[config.mk]
export PLATFORM = sky130hd
export DESIGN_NAME = lut_lookup_arbiter
export DESIGN_NICKNAME = d
export VERILOG_FILES = /design/src/rtl/lut_lookup_arbiter_pkg.sv /design/src/rtl/lut_lookup_arbiter_rr_arbiter.sv /design/src/rtl/lut_lookup_arbiter.sv
export SDC_FILE = /design/constraint.sdc
export NUM_CORES = 1
export LEC_CHECK = 0
export CAP_MARGIN = 10
export CORE_MARGIN = 2
export CORE_UTILIZATION = 37
export CTS_CLUSTER_DIAMETER = 60
export DETAILED_ROUTE_END_ITERATION = 16
export MAX_ROUTING_LAYER = met4
export PLACE_DENSITY_LB_ADDON = 0.3
export SKIP_CTS_REPAIR_TIMING = 1
export SYNTH_ARGS = -nofsm -noshare
export SYNTH_HDL_FRONTEND = slang
export SYNTH_HIERARCHICAL = 1
export SYNTH_SLANG_ARGS = --single-unit
[constraint.sdc]
create_clock -name clk -period 3.16 [get_ports clk]
set_clock_uncertainty 0.2 [all_clocks]
set_input_delay 0.474 -clock clk [delete_from_list [all_inputs] [get_ports clk]]
set_output_delay 0.474 -clock clk [all_outputs]
set_load 0.03 [all_outputs]
[src/rtl/lut_lookup_arbiter_pkg.sv]
// Shared sizing and helpers for the lookup-table forward-port arbiter.
// CHANNEL_NUM normally comes from the codebase's squart headers. The fallback below
// keeps this slice self-contained when those headers are not included first.
`ifndef CHANNEL_NUM
`define CHANNEL_NUM 4
`endif

package lut_lookup_arbiter_pkg;

   localparam int unsigned LUT_AW   = 8;
   localparam int unsigned LUT_DW   = 12 + `CHANNEL_NUM;
   localparam int unsigned STAT_W   = 16;
   localparam int unsigned NREQ_DEF = 4;

   // Saturating increment for the statistics counter.
   function automatic logic [STAT_W-1:0] sat_inc(input logic [STAT_W-1:0] v);
      return (&v) ? v : v + STAT_W'(1);
   endfunction

endpackage

[src/rtl/lut_lookup_arbiter_rr_arbiter.sv]
// Combinational round-robin arbiter. It searches upward from ptr, wrapping modulo NREQ.
// Ports:
//   req   in  NREQ  request vector
//   ptr   in  IW    highest-priority index for this cycle
//   grant out NREQ  one-hot grant, or 0 when there is no request
//   idx   out IW    encoded index of the grant, or 0 when there is no request
module lut_lookup_arbiter_rr_arbiter #(
   parameter int unsigned NREQ = 4
) (
   input  logic [NREQ-1:0]                            req,
   input  logic [((NREQ > 1) ? $clog2(NREQ) : 1)-1:0] ptr,
   output logic [NREQ-1:0]                            grant,
   output logic [((NREQ > 1) ? $clog2(NREQ) : 1)-1:0] idx
);

   localparam int unsigned IW = (NREQ > 1) ? $clog2(NREQ) : 1;

   logic found;

   // The first requester at rotating offset 0..NREQ-1 from ptr wins.
   always_comb begin
      grant = '0;
      idx   = '0;
      found = 1'b0;
      for (int unsigned off = 0; off < NREQ; off++) begin
         for (int unsigned i = 0; i < NREQ; i++) begin
            if (!found && req[i] && (i == ((32'(ptr) + off) % NREQ))) begin
               grant[i] = 1'b1;
               idx      = IW'(i);
               found    = 1'b1;
            end
         end
      end
   end

endmodule

[src/rtl/lut_lookup_arbiter.sv]
// Round-robin sharing of the lookup table's single forward read port among NREQ
// requesters. Read data is registered and returned one cycle after the grant.
// Configuration: define LUT_WR_BYPASS_EN so that a host write to the granted address in
// the grant cycle forwards the new data. Without it, the pre-write entry is returned.
// Ports:
//   clk, rst_n         clock, asynchronous active-low reset
//   req_valid/addr     per-requester lookup request (addr packed, requester i at [i*AW +: AW])
//   req_ready          one-hot combinational grant
//   lut_hold           suppresses new grants
//   rsp_valid/data     one-hot response strobe and entry, one cycle after the grant
//   fwd_rden/addr      forward read port to the table (combinational)
//   fwd_rdata          combinational read data from the table
//   host_wren/addr/wdata  snooped host write port
//   stat_lookups       saturating count of grants
module lut_lookup_arbiter
   import lut_lookup_arbiter_pkg::*;
#(
   parameter int unsigned NREQ = NREQ_DEF,
   parameter int unsigned AW   = LUT_AW,
   parameter int unsigned DW   = LUT_DW
) (
   input  logic                 clk,
   input  logic                 rst_n,
   input  logic [NREQ-1:0]      req_valid,
   input  logic [NREQ*AW-1:0]   req_addr,
   output logic [NREQ-1:0]      req_ready,
   input  logic                 lut_hold,
   output logic [NREQ-1:0]      rsp_valid,
   output logic [DW-1:0]        rsp_data,
   output logic                 fwd_rden,
   output logic [AW-1:0]        fwd_addr,
   input  logic [DW-1:0]        fwd_rdata,
   input  logic                 host_wren,
   input  logic [AW-1:0]        host_addr,
   input  logic [DW-1:0]        host_wdata,
   output logic [STAT_W-1:0]    stat_lookups
);

   localparam int unsigned IW = (NREQ > 1) ? $clog2(NREQ) : 1;

   logic [IW-1:0]   rr_ptr;
   logic [NREQ-1:0] req_gated;
   logic [NREQ-1:0] grant;
   logic [IW-1:0]   grant_idx;
   logic [DW-1:0]   lookup_data;

   // Hold and reset block the arbiter inputs, so req_ready never feeds back on itself.
   assign req_gated = (rst_n && !lut_hold) ? req_valid : '0;

   lut_lookup_arbiter_rr_arbiter #(.NREQ(NREQ)) u_rr_arbiter (
      .req   (req_gated),
      .ptr   (rr_ptr),
      .grant (grant),
      .idx   (grant_idx)
   );

   assign req_ready = grant;
   assign fwd_rden  = |grant;

   // Address mux. The one-hot grant lets a plain OR select the address, which is 0 when idle.
   always_comb begin
      fwd_addr = '0;
      for (int unsigned i = 0; i < NREQ; i++) begin
         if (grant[i]) begin
            fwd_addr = fwd_addr | req_addr[i*AW +: AW];
         end
      end
   end

`ifdef LUT_WR_BYPASS_EN
   // A same-cycle host write to the looked-up entry wins over the stale table read.
   assign lookup_data = (host_wren && (host_addr == fwd_addr)) ? host_wdata : fwd_rdata;
`else
   logic unused_host;
   assign unused_host = ^{host_wren, host_addr, host_wdata};
   assign lookup_data = fwd_rdata;
`endif

   // Response register, rotating pointer and statistics counter.
   always_ff @(posedge clk or negedge rst_n) begin
      if (!rst_n) begin
         rr_ptr       <= '0;
         rsp_valid    <= '0;
         rsp_data     <= '0;
         stat_lookups <= '0;
      end else begin
         rsp_valid <= grant;
         if (|grant) begin
            rsp_data     <= lookup_data;
            rr_ptr       <= (grant_idx == IW'(NREQ - 1)) ? '0 : grant_idx + IW'(1);
            stat_lookups <= sat_inc(stat_lookups);
         end
      end
   end

endmodule
Fig. 1: cell sizes after repair
The bar under the picture is 20 µm long.
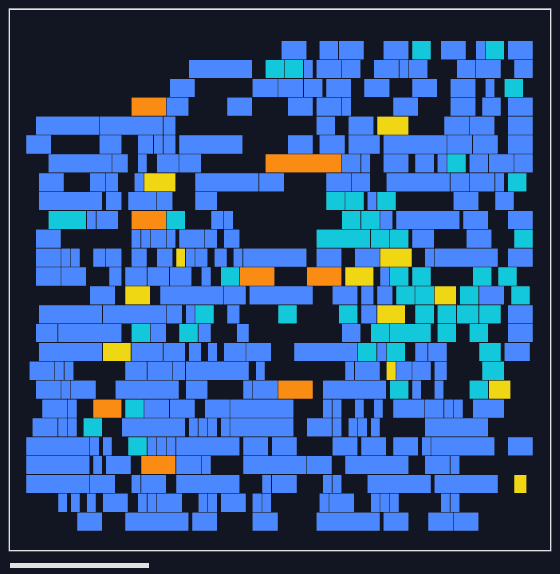
Key: x1 and smaller = blue [cells 282, most used clkdlybuf4s50_1]; x2 = yellow [cells 12]; x6 and larger = orange [cells 8, most used clkbuf_8]; x3 and x4 = cyan [cells 49, most used buf_4]
Final WS setup: 0.206 ns
synth-to-layout area growth: 69.1%
Design Area, Final: 3420 µm²
Signal buffers: 134

Fig. 2: I/O pins on the die edge
Pins as bars across the die edge, other pins in grey.
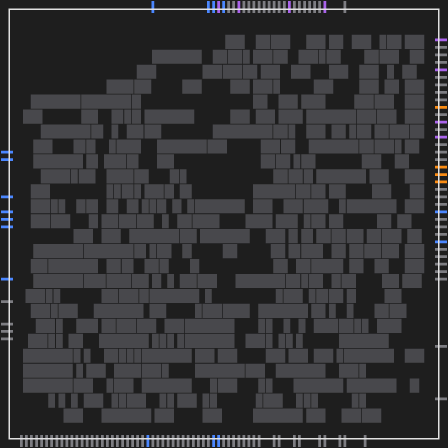
Key: rsp_valid = orange [pins 4, direction output, edge right]; stat_lookups = blue [pins 16, direction output, edge 7 left, 4 top, 3 bottom, 2 right]; fwd_addr = purple [pins 8, direction output, edge 4 top, 4 right]
All pins by edge: 57 bottom, 35 right, 26 top, 11 left.
Buffers on Ports: 103
Die X-Extent: 77.9 µm

Fig. 3: cells coloured by class
The bar under the picture is 20 µm long.
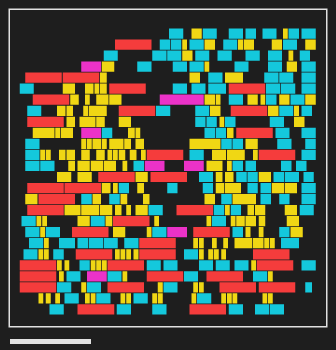
Key: registers = red [cells 38]; remaining buffers and delay cells = cyan [cells 134]; remaining logic cells = yellow [cells 172]; clock drivers and dummy loads = magenta [cells 7]
core area: 5170 µm²
flop share of the area: 27.8%
Util after Layout: 66.0%

==> results.txt <==
fresh numbers from the pnr run: Ports 129, Post-DRT Antenna Nets 0, routability congestion estimate 0.883, Design Power 2.23 mW, share of layout cells above drive strength 1 19.7%, CP cell instances clkdlybuf4s50_1, and2_4, and2b_2, o22ai_1, a32o_2, nor4_4, inv_2, buf_6, Root Buffer clkbuf_8, Synth top area share 47.1%, Main logic family simple AND/OR/NAND/NOR gates, yosys warns 6, flip-flops with a built-in enable 0, Critical Path RT 2.49 ns, clock buffer count from CTS 5, ClkCell Share 3.30%, Pwr Density 653 nW/µm², dpl cells 407, top power group combinational logic, drt drc 0, largest cells by area after synthesis dfrtp_1 (47%), nand2_1 (13%), a22oi_1 (5.9%), Comb pwr share 47.0%, Clock power frac 18.8%, M2 GR Usage 34.1%, Hold Crit Class in2async, CTS tree done, Total Routed Length 5750 µm, number of antenna repair diodes 0, RSZ-0062 raised after global routing false, setup TNS 0 ns, OpenROAD warnings 51, Global Route met3 Usage 5.12%, number of non-clock inverters in the layout 6, Hold Worst Slack 0.0459 ns, vias per cell 5.02, worst reg2reg setup slack 0.53 ns, worst slew pin tran 0.486 ns, Floorplan Nets 303, CTS Sinks 38, Cell Count, Final, Fillers Out 421, Final HPWL DP 4200 µm, FMAX 0.338 GHz, synth cell count leaders nand2_1 (70), dfrtp_1 (38), a22oi_1 (16), Crit Path Category in2out, Fillers 427, # Cells Yosys 221, yosys adder share 1.24%, post-synthesis cell area 2020 µm², Detailed Route Iter0 Violations 55, Post-Syn Instances 221, Crit Path Max Fanout 6, Site Rows 26, WL/cell 13.7 µm, run status finished, final reports clean, multi-input gate count 166, final setup vio count 0, CTS Buffer Depth 2, logic share of the area 29.4%, Multiplexer share 2.35%, H-tree depth 2, P_sw 0.891 mW, number of global-route vias before repair 2,070, Comb area 1000 µm², worst path bufs/invs 3, GR Util All Layers 19.7%, count leader, synth nand2_1, critical path's top delay family buffers and inverters, pin count of the biggest net entering global routing 39, P_int 1.34 mW, Lkg Pwr 1.59 nW, top cell type by total area after synthesis dfrtp_1, Max-cap violations 0, critical path launch point type input port, syn avg cell area 9.14 µm², Reg area 951 µm², first-pass GRT wire length 9270 µm, Seq pwr share 34.2%, CLK BUF 6, largest class buffers, Synth Register Bits 38, grt peak-use layer met2, clk latency late pin 0.29 ns, critical path's slowest cell clkdlybuf4s50_1, power in the clock group 0.419 mW, sequential power 0.763 mW, Period minus WS final 2.95 ns, cycle use final 93.5%, Setup crit end kind output pin, vias 2,112, synthesis area per yosys 2020 µm², first-pass detailed-route iteration total 4, Slew Viols, Final 0, Comb group 1.05 mW, final count of hold timing violations 0, Seq cells 38, CP arrival 2.28 ns, synth unique cells 46, Tap Count 70, buffering overhead 36.2%, worst vdd ir 0.515 mV, CP peak stage delay 0.46 ns, Compound-Gate Fraction of Synth Area 15.1%, gr ovfl total 0, slew margin rel. 67.6%, Core Util at FP 39.0%, xor/xnor share 2.60%, placed instance area 3210 µm², Post-synth ARST share 100%, met1 Track Usage GR 21.5%, most used flip-flop cell dfrtp_1, die footprint 6060 µm², NumNets Final 433
## registers in the layout (all words and copies together) (netlist names)
name and flops:
rsp_valid 4, stat_lookups 16, rr_ptr 2, rsp_data 16
## worst paths after layout
| kind | start | depth (start not counted) | to |
|---|---|---|---|
| min in group clk | rsp_data[13]$_DFFE_PN0P_ | 2 | rsp_data[13]$_DFFE_PN0P_ |
| worst min-delay path | rst_n | 2 | rsp_data[4]$_DFFE_PN0P_ |
| max in group asynchronous | rst_n | 2 | stat_lookups[7]$_DFFE_PN0P_ |
| worst max register to register | rr_ptr[0]$_DFFE_PN0P_ | 10 | stat_lookups[14]$_DFFE_PN0P_ |
| worst min register to register | rsp_data[13]$_DFFE_PN0P_ | 2 | rsp_data[13]$_DFFE_PN0P_ |
| worst max-delay path | req_valid[2] | 8 | fwd_rden |
## layer usage
layer | up-vias | share of wire [%]
met3 | 9 | 5.6
met1 | 1005 | 41
li1 | 1035 | -
met2 | 63 | 52
met4 | 0 | 1.7
met5 | - | 0
## cells in the final DEF (no fill, tap or decap), drive strengths merged, types with 2 or more instances in the layout
| cell | count |
|---|---|
| a211oi | 2 |
| a21oi | 7 |
| a22oi | 16 |
| a311oi | 2 |
| a31oi | 2 |
| a32o | 2 |
| and2 | 6 |
| and2b | 2 |
| and3 | 3 |
| and4 | 2 |
| buf | 44 |
| clkbuf | 6 |
| clkdlybuf4s50 | 88 |
| dfrtp | 38 |
| dlymetal6s2s | 2 |
| ha | 2 |
| inv | 6 |
| mux2 | 3 |
| nand2 | 70 |
| nand3 | 7 |
| nand4 | 4 |
| nand4b | 2 |
| nor2 | 6 |
| nor2b | 2 |
| nor3 | 2 |
| nor4 | 2 |
| o21ai | 4 |
| o22ai | 2 |
| o311ai | 3 |
| xnor2 | 4 |
| xor2 | 2 |
Power is estimated from default activity; no workload was simulated.
